**Cell classes on the final placement**

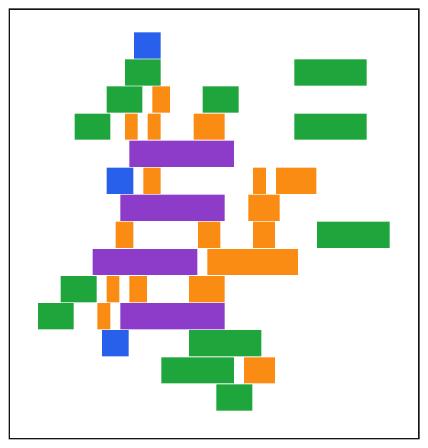
**Metal 2**

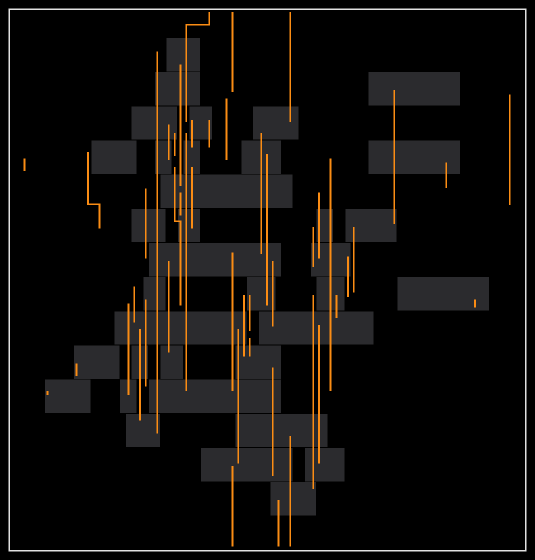
**Track usage over the die**

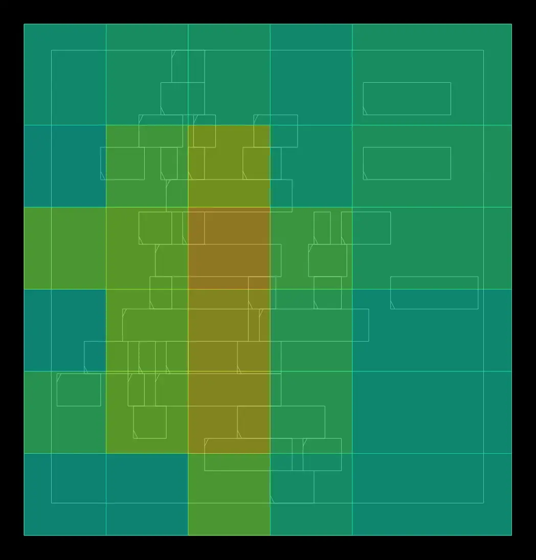
[src/rtl/pc_163_pkg.sv]
// Shared constants for the 74x163-style step counter.
// Holds only the default width so the counter and its users agree on it.
package pc_163_pkg;

  localparam int PC_DEFAULT_WIDTH = 4;

endpackage

[src/rtl/pc_163.sv]
// Loadable, clearable up-counter (74x163 behaviour); Q updates 1 cycle after load/count, clear is immediate.
// TC is combinational (enable & Q all ones) so it can drive a cascaded stage's enable; no backpressure.
module pc_163
  import pc_163_pkg::*;
#(
  parameter int WIDTH = PC_DEFAULT_WIDTH
) (
  input  logic             clear_n,
  input  logic [WIDTH-1:0] D,
  input  logic             load_n,
  output logic [WIDTH-1:0] Q,
  input  logic             clock,
  input  logic             enable,
  output logic             TC
);

  localparam logic [WIDTH-1:0] ONE = {{(WIDTH-1){1'b0}}, 1'b1};

  logic [WIDTH-1:0] r_q;

  // Priority clear > load > count > hold; load deliberately ignores enable.
  always_ff @(posedge clock or negedge clear_n) begin
    if (!clear_n) begin
      r_q <= '0;
    end else if (!load_n) begin
      r_q <= D;
    end else if (enable) begin
      r_q <= r_q + ONE;
    end
  end

  assign Q  = r_q;
  assign TC = enable & (&r_q);

endmodule

[config.mk]
export PLATFORM = sky130hd
export DESIGN_NAME = pc_163
export DESIGN_NICKNAME = d
export VERILOG_FILES = /design/src/rtl/pc_163_pkg.sv /design/src/rtl/pc_163.sv
export SDC_FILE = /design/constraint.sdc
export NUM_CORES = 1
export LEC_CHECK = 0
export CAP_MARGIN = 25
export CELL_PAD_IN_SITES_DETAIL_PLACEMENT = 1
export CELL_PAD_IN_SITES_GLOBAL_PLACEMENT = 1
export CORE_AREA = 2 2 39 41
export CTS_CLUSTER_SIZE = 30
export DETAILED_ROUTE_END_ITERATION = 10
export DIE_AREA = 0 0 41 43
export GPL_ROUTABILITY_DRIVEN = 0
export PLACE_DENSITY_LB_ADDON = 0.1
export SYNTH_ARGS = -nofsm -noshare
export SYNTH_HDL_FRONTEND = slang
export SYNTH_SLANG_ARGS = --single-unit
[constraint.sdc]
create_clock -name clock -period 1.6 [get_ports clock]
set_input_delay 0.24 -clock clock [delete_from_list [all_inputs] [get_ports clock]]
set_output_delay 0.24 -clock clock [all_outputs]
set_load 0.1 [all_outputs]
==> reports/results.ini <==
[final_timing]
worst_pin_slew_ns = 0.2547
finalSetupViolations = 0
hold_viol = 0
fin_crit_ns = 1.455

[yosys]
yosysChipArea_um2 = 205.2
synth_warnings = 0
synthAoiAreaFrac = 0.09756

[setup_path]
reg2regPathDepth = 4
path_depth = 4
critPathTopFamily = buffers and inverters
critPathLaunchType = primary input
critPathLaunch = enable

[layout]
syn2layout_area_growth_pct = 120.1
drive_gt1_frac = 0.4167
final.clkbuf_count = 3

[die]
initCoreUtil = 0.1483
die_area_um2 = 1763
fp-row-count = 14
nWellTaps = 16

[outcome]
outcome = completed

[routing]
final_antenna_net_count = 0

[clocking]
clk_root_buffer_cell = clkbuf_4
tritoncts = built

-- 'cell classes on the final placement' (at the start) --
- clock-net drivers: blue (cells 3)
- remaining buffers and delay cells: green (cells 12)
- remaining logic cells: orange (cells 17)
- registers: purple (cells 4)

-- 'metal 2' (at the start) --
- longest straight run: 30.3 um
- nets with wire on the layer: 41
- wire length on this layer: 330 um
GRT met2 Usage: 0.1250
drt total wl: 542 um
vias: 205

-- 'track usage over the die' (at the start) --
global route hottest layer: met2
Routed WL per cell: 10.42 um
final core occ: 0.3264

## cells in the final DEF, fill, tap and decap left out, drive strengths merged
master / instances
clkbuf: 3
buf: 5
ha: 1
nor2: 5
nand4: 1
dfrtp: 4
mux2i: 1
a21oi: 4
xor2: 2
clkdlybuf4s50: 7
xnor2: 1
nand2: 2
## synthesized netlist by cell type
library cell / count
mux2i_1: 1
a21oi_1: 4
nand4_1: 1
dfrtp_1: 4
xnor2_1: 1
ha_1: 1
nor2_1: 5
xor2_1: 2
nand2_1: 2
clkbuf_1: 1
## metal layers
layer,up-vias,track usage,part of all wire
met5,-,0,0
met4,0,0.1000,0
met3,0,0.01571,0.044
met2,7,0.1250,0.61
met1,97,0.08442,0.35
li1,101,-,-
